**config.mk**
```make
export PLATFORM = sky130hd
export DESIGN_NAME = apb_master_bridge
export DESIGN_NICKNAME = d
export VERILOG_FILES = /design/src/rtl/apb_master_bridge.sv
export SDC_FILE = /design/constraint.sdc
export NUM_CORES = 1
export LEC_CHECK = 0
export CAP_MARGIN = 25
export CORE_UTILIZATION = 36
export CTS_CLUSTER_DIAMETER = 30
export DETAILED_ROUTE_END_ITERATION = 7
export PLACE_DENSITY = 0.86
export SLEW_MARGIN = 20
export SYNTH_ARGS = -nofsm -noshare
export SYNTH_HDL_FRONTEND = slang
export SYNTH_SLANG_ARGS = --single-unit
```
**constraint.sdc**
```tcl
create_clock -name pclk -period 1.7 [get_ports pclk]
set_input_delay 0.17 -clock pclk [delete_from_list [all_inputs] [get_ports pclk]]
set_output_delay 0.17 -clock pclk [all_outputs]
set_load 0.005 [all_outputs]
```
**src/rtl/apb_master_bridge.sv**
```systemverilog
// ----------------------------------------------------------------------------
// apb_master_bridge
//
// Single-outstanding APB requester. A command accepted on the valid/ready port
// becomes one APB SETUP + ACCESS transfer. Completion is reported as a
// one-cycle rsp_valid pulse that carries read data or a timeout error.
//
// Ports
//   pclk, prst_n        clock and async active-low reset
//   req_valid/ready     command handshake (ready only while idle)
//   req_write           1 = write, 0 = read
//   req_addr/wdata      command address and write data
//   rsp_valid           one-cycle completion pulse
//   rsp_rdata           read data (0 for writes and errors), held
//   rsp_err             1 = ACCESS timed out waiting for pready, held
//   psel/pen/pwrite     APB control
//   paddr/pwdata        APB address and write data (registered)
//   prdata/pready       APB slave response
// ----------------------------------------------------------------------------
module apb_master_bridge #(
   parameter int ADDR_W  = 32,
   parameter int DATA_W  = 32,
   parameter int TIMEOUT = 16
) (
   input  logic              pclk,
   input  logic              prst_n,
   input  logic              req_valid,
   output logic              req_ready,
   input  logic              req_write,
   input  logic [ADDR_W-1:0] req_addr,
   input  logic [DATA_W-1:0] req_wdata,
   output logic              rsp_valid,
   output logic [DATA_W-1:0] rsp_rdata,
   output logic              rsp_err,
   output logic              psel,
   output logic              pen,
   output logic              pwrite,
   output logic [ADDR_W-1:0] paddr,
   output logic [DATA_W-1:0] pwdata,
   input  logic [DATA_W-1:0] prdata,
   input  logic              pready
);

   // Counter only has to reach TIMEOUT-1, so it never wraps.
   localparam int CNT_W = ($clog2(TIMEOUT + 1) < 1) ? 1 : $clog2(TIMEOUT + 1);
   localparam logic [CNT_W-1:0] CNT_LAST = CNT_W'((TIMEOUT > 0) ? TIMEOUT - 1 : 0);
   localparam bit TO_EN = (TIMEOUT != 0);

   typedef enum logic [1:0] {
      ST_IDLE   = 2'd0,
      ST_SETUP  = 2'd1,
      ST_ACCESS = 2'd2
   } state_e;

   state_e              r_state;
   state_e              w_next_state;
   logic [CNT_W-1:0]    r_wait_cnt;
   logic                r_pwrite;
   logic [ADDR_W-1:0]   r_paddr;
   logic [DATA_W-1:0]   r_pwdata;
   logic                r_rsp_valid;
   logic [DATA_W-1:0]   r_rsp_rdata;
   logic                r_rsp_err;

   logic                w_accept;
   logic                w_done_ok;
   logic                w_done_to;
   logic                w_timeout_hit;

   assign w_timeout_hit = TO_EN && (r_wait_cnt == CNT_LAST);

   // NOTE: sequential state uses non-blocking assignments so every register
   // samples the pre-edge values, regardless of process ordering.
   always_ff @(posedge pclk or negedge prst_n) begin
      if (!prst_n) r_state <= ST_IDLE;
      else         r_state <= w_next_state;
   end

   // NOTE: every signal written here gets a default first; a missing branch
   // would otherwise infer a latch.
   always_comb begin
      w_next_state = r_state;
      w_accept     = 1'b0;
      w_done_ok    = 1'b0;
      w_done_to    = 1'b0;
      case (r_state)
         ST_IDLE: begin
            if (req_valid) begin
               w_accept     = 1'b1;
               w_next_state = ST_SETUP;
            end
         end
         ST_SETUP: w_next_state = ST_ACCESS;
         ST_ACCESS: begin
            // pready has priority over a timeout on the same edge.
            if (pready) begin
               w_done_ok    = 1'b1;
               w_next_state = ST_IDLE;
            end else if (w_timeout_hit) begin
               w_done_to    = 1'b1;
               w_next_state = ST_IDLE;
            end
         end
         default: w_next_state = ST_IDLE;
      endcase
   end

   always_ff @(posedge pclk or negedge prst_n) begin
      if (!prst_n) begin
         r_wait_cnt  <= '0;
         r_pwrite    <= 1'b0;
         r_paddr     <= '0;
         r_pwdata    <= '0;
         r_rsp_valid <= 1'b0;
         r_rsp_rdata <= '0;
         r_rsp_err   <= 1'b0;
      end else begin
         r_rsp_valid <= w_done_ok | w_done_to;

         if (w_accept) begin
            r_pwrite   <= req_write;
            r_paddr    <= req_addr;
            r_pwdata   <= req_wdata;
            r_wait_cnt <= '0;
         end else if (r_state == ST_ACCESS && !pready && !w_done_to) begin
            r_wait_cnt <= r_wait_cnt + 1'b1;
         end

         // Response fields only change on a completion and hold otherwise.
         if (w_done_ok) begin
            r_rsp_err   <= 1'b0;
            r_rsp_rdata <= r_pwrite ? '0 : prdata;
         end else if (w_done_to) begin
            r_rsp_err   <= 1'b1;
            r_rsp_rdata <= '0;
         end
      end
   end

   // Bus controls decode straight from state so reset drops them at once.
   assign req_ready = (r_state == ST_IDLE);
   assign psel      = (r_state == ST_SETUP) || (r_state == ST_ACCESS);
   assign pen       = (r_state == ST_ACCESS);
   assign pwrite    = r_pwrite;
   assign paddr     = r_paddr;
   assign pwdata    = r_pwdata;
   assign rsp_valid = r_rsp_valid;
   assign rsp_rdata = r_rsp_rdata;
   assign rsp_err   = r_rsp_err;

endmodule

```
The clock network:
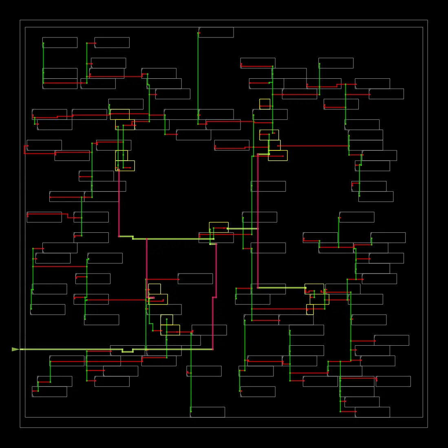
clock-net power: 1.47 mW
CTS Buf Count: 9
Layout clock buffers: 10
Worst Clk Skew: 0.0106 ns
sequential cell count: 106

I/O nets highlighted:
(4 px per µm)
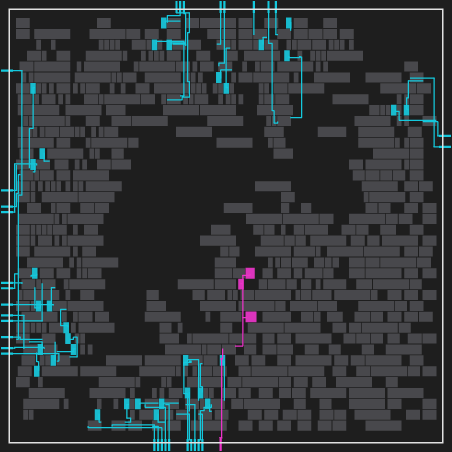
req_valid -> magenta  # bits 1, direction input, end cells 3, buffers 1, wire 46.6 µm
req_addr -> cyan  # bits 32, direction input, end cells 32, buffers 32, wire 702 µm
IO Port Bufs: 202
io pins: 203

Routed metal, one colour a layer:
(3 px per µm)
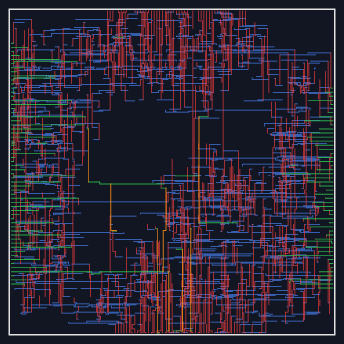
met4 -> orange  # wire length 215 µm
met2 -> red  # wire length 5550 µm
met1 -> blue  # wire length 4460 µm
met3 -> green  # wire length 847 µm
Global Route Usage Sum: 19.3%
wire per inst: 14.7 µm
DR vias: 3511
WL final: 11100 µm

Where the registers sit:
(2 px per µm) Other sequential cells in the stronger grey, the rest of the logic in the fainter grey.
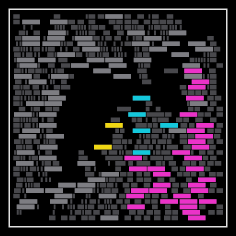
r_wait_cnt -> cyan  # flops 5, where centre
rsp_rdata -> magenta  # flops 32
r_state -> yellow  # flops 2
Register Area: 0.00265 mm²
sequential cell area share: 39.8%
total sequential power: 4.24 mW

Logic cells by family:
(3 px per µm)
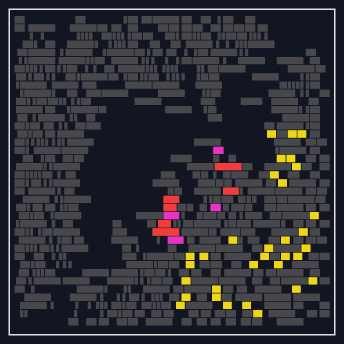
AND-OR and OR-AND gates -> yellow  # cells 32
adder and majority cells -> red  # cells 6, where centre
multiplexers -> magenta  # cells 4
most numerous logic cell after layout: clkdlybuf4s50_1
fraction of area in multi-input gates: 20.2%
Final Non-Filler Cells: 755

[metal layers]
| layer | vias to the layer above | GRT usage [%] |
|---|---|---|
| li1 | 1676 | - |
| met1 | 1688 | 22.8 |
| met2 | 130 | 33.2 |
| met3 | 17 | 5.79 |
| met4 | 0 | 7.24 |
| met5 | - | 0 |
[final timing paths]
| check | from | end | slack (ns) | cells past startpoint |
|---|---|---|---|---|
| hold reg to reg | pwdata[10] | pwdata[10] | 0.48 | 2 |
| setup reg to reg | r_wait_cnt[0] | rsp_rdata[4] | -0.07 | 8 |
| hold / removal | prst_n | pwdata[26] | 0.29 | 2 |
| max in group asynchronous | prst_n | paddr[29] | 0.77 | 3 |
| setup / recovery | r_wait_cnt[0] | rsp_rdata[4] | -0.07 | 8 |
| min in group pclk | req_wdata[11] | pwdata[11] | 0.32 | 3 |
[cells in the mapped netlist (2+ instances only)]
master / n / area [µm²]
inv_1: 5 / 18.8
xnor2_1: 2 / 17.5
a22o_1: 32 / 280
mux2i_1: 2 / 20.0
a21oi_1: 2 / 10.0
dfrtp_1: 106 / 2650
ha_1: 6 / 75.1
nand2_1: 198 / 743
mux2_1: 2 / 22.5
nor2_1: 4 / 15.0
clkbuf_1: 2 / 7.51
buf_2: 18 / 90.1
[stage by stage]
step                      setup TNS [ns]  util (%)  worst slack [ns]  total power [mW]
after floorplan                        0         -           0.00789              5.91
after global placement                 0      58.1            0.0141              8.75
after detailed placement         -0.0413      58.1           -0.0300              8.98
after CTS                         -0.141      60.2           -0.0554              10.6
after global routing               -2.96      61.3            -0.125              11.4
final                             -0.620      61.3           -0.0666              10.6
[registers in the layout, indices dropped and copies added (netlist names)]
register / count
paddr: 32
r_state: 2
rsp_rdata: 32
r_wait_cnt: 5
rsp_valid: 1
pwdata: 32
pwrite: 1
rsp_err: 1
[cell type report]
cell class | instances | area (µm²) | area share, %
Clock buffer | 10 | 138 | 2.06
Clock inverter | 6 | 47.5 | 0.713
Inverter | 5 | 18.8 | 0.281
Multi-Input combinational cell | 258 | 1350 | 20.2
Sequential cell | 106 | 2650 | 39.8
Tap cell | 140 | 175 | 2.63
Timing Repair Buffer | 230 | 2290 | 34.3
[what timing repair did]
action | 4_1_cts | 5_1_grt
resized | 10 | 15
setup buffers | 2 | 5
hold buffers | 1 | 0
pin swaps | 1 | 22
hold endpoints to repair | 29 | 0
gates cloned | 0 | 3
endpoints found under the setup margin | 6 | 39
[worst max-delay path, stage by stage (launching register included)]
cell,delay [ns]
dfrtp_1,0.41
ha_2,0.19
and3_4,0.18
ha_4,0.16
buf_4,0.14
o21ai_4,0.23
buf_6,0.15
buf_6,0.11
a22o_1,0.14
[cell families (layout without fill, tap and decap cells)]
logic type | after synthesis | in the layout | share of synthesized area (%)
muxes | 4 | 4 | 1.05
xor gates and xnor gates | 2 | 2 | 0.433
and+or+nand+nor | 209 | 209 | 20.3
adders and majority gates | 6 | 6 | 1.86
AOI/OAI and AO/OA | 37 | 37 | 7.70
DFF | 106 | 106 | 65.6
buffers and inverters | 26 | 251 | 3.06
==> results_dict.tcl <==
# flow metrics
set metrics [dict create \
    yosys-stat-area_mm2 0.00404 \
    cellPowerDensity_mw_per_mm2 1590 \
    drv_slew 0 \
    cts_tree "built" \
    post-route-drc-count 0 \
    hold_viol 0 \
    period_needed_ns 1.77 \
    cp_max_fo 6 \
    finalCritPeriodShare_pct 104 \
    top_layer "met4" \
    worstPathArrival_ns 2.07 \
    p_switching_mw 3.39 \
    tightest_slew_ns 0.560 \
    avgSynthCellArea_um2 10.4 \
    setup_violations 16 \
    pwr-share-seq_pct 40.1 \
    rsz0062_at_grt "yes" \
    core_mm2 0.0109 \
    row_count 38 \
    postSynth.topFlopCell "dfrtp_1" \
    outcome "complete, but fails checks" \
    vdd_drop_max_uv 797 \
    synth_flops 106 \
    p_sw_share_pct 32.0 \
    wl_met3_um 846 \
    drive_gt1_share_pct 10.4 \
    cp.required_ns 2.00 \
    insertedDiodeCount 0 \
    maxCapViolCount 0 \
    path_clk_slew_ns 0.10 \
    syn_nets 497 \
    violations "negative setup slack" \
    leakagePower_nw 3.18 \
    setup_ws_ns -0.0666 \
    clk_latency_ns 0.36 \
    die_y_um 108 \
    cts.path.max_buffers 2 \
    wl_met2_um 5550 \
    synth-edff-count 0 \
    fin_area_mm2 0.00667 \
    pg_comb_mw 4.87 \
    dp_hpwl_um 7920 \
    warnings 31 \
    synthesis.area_mm2 0.00404 \
]
No activity file was given, so power comes from the tool's default toggle rates.
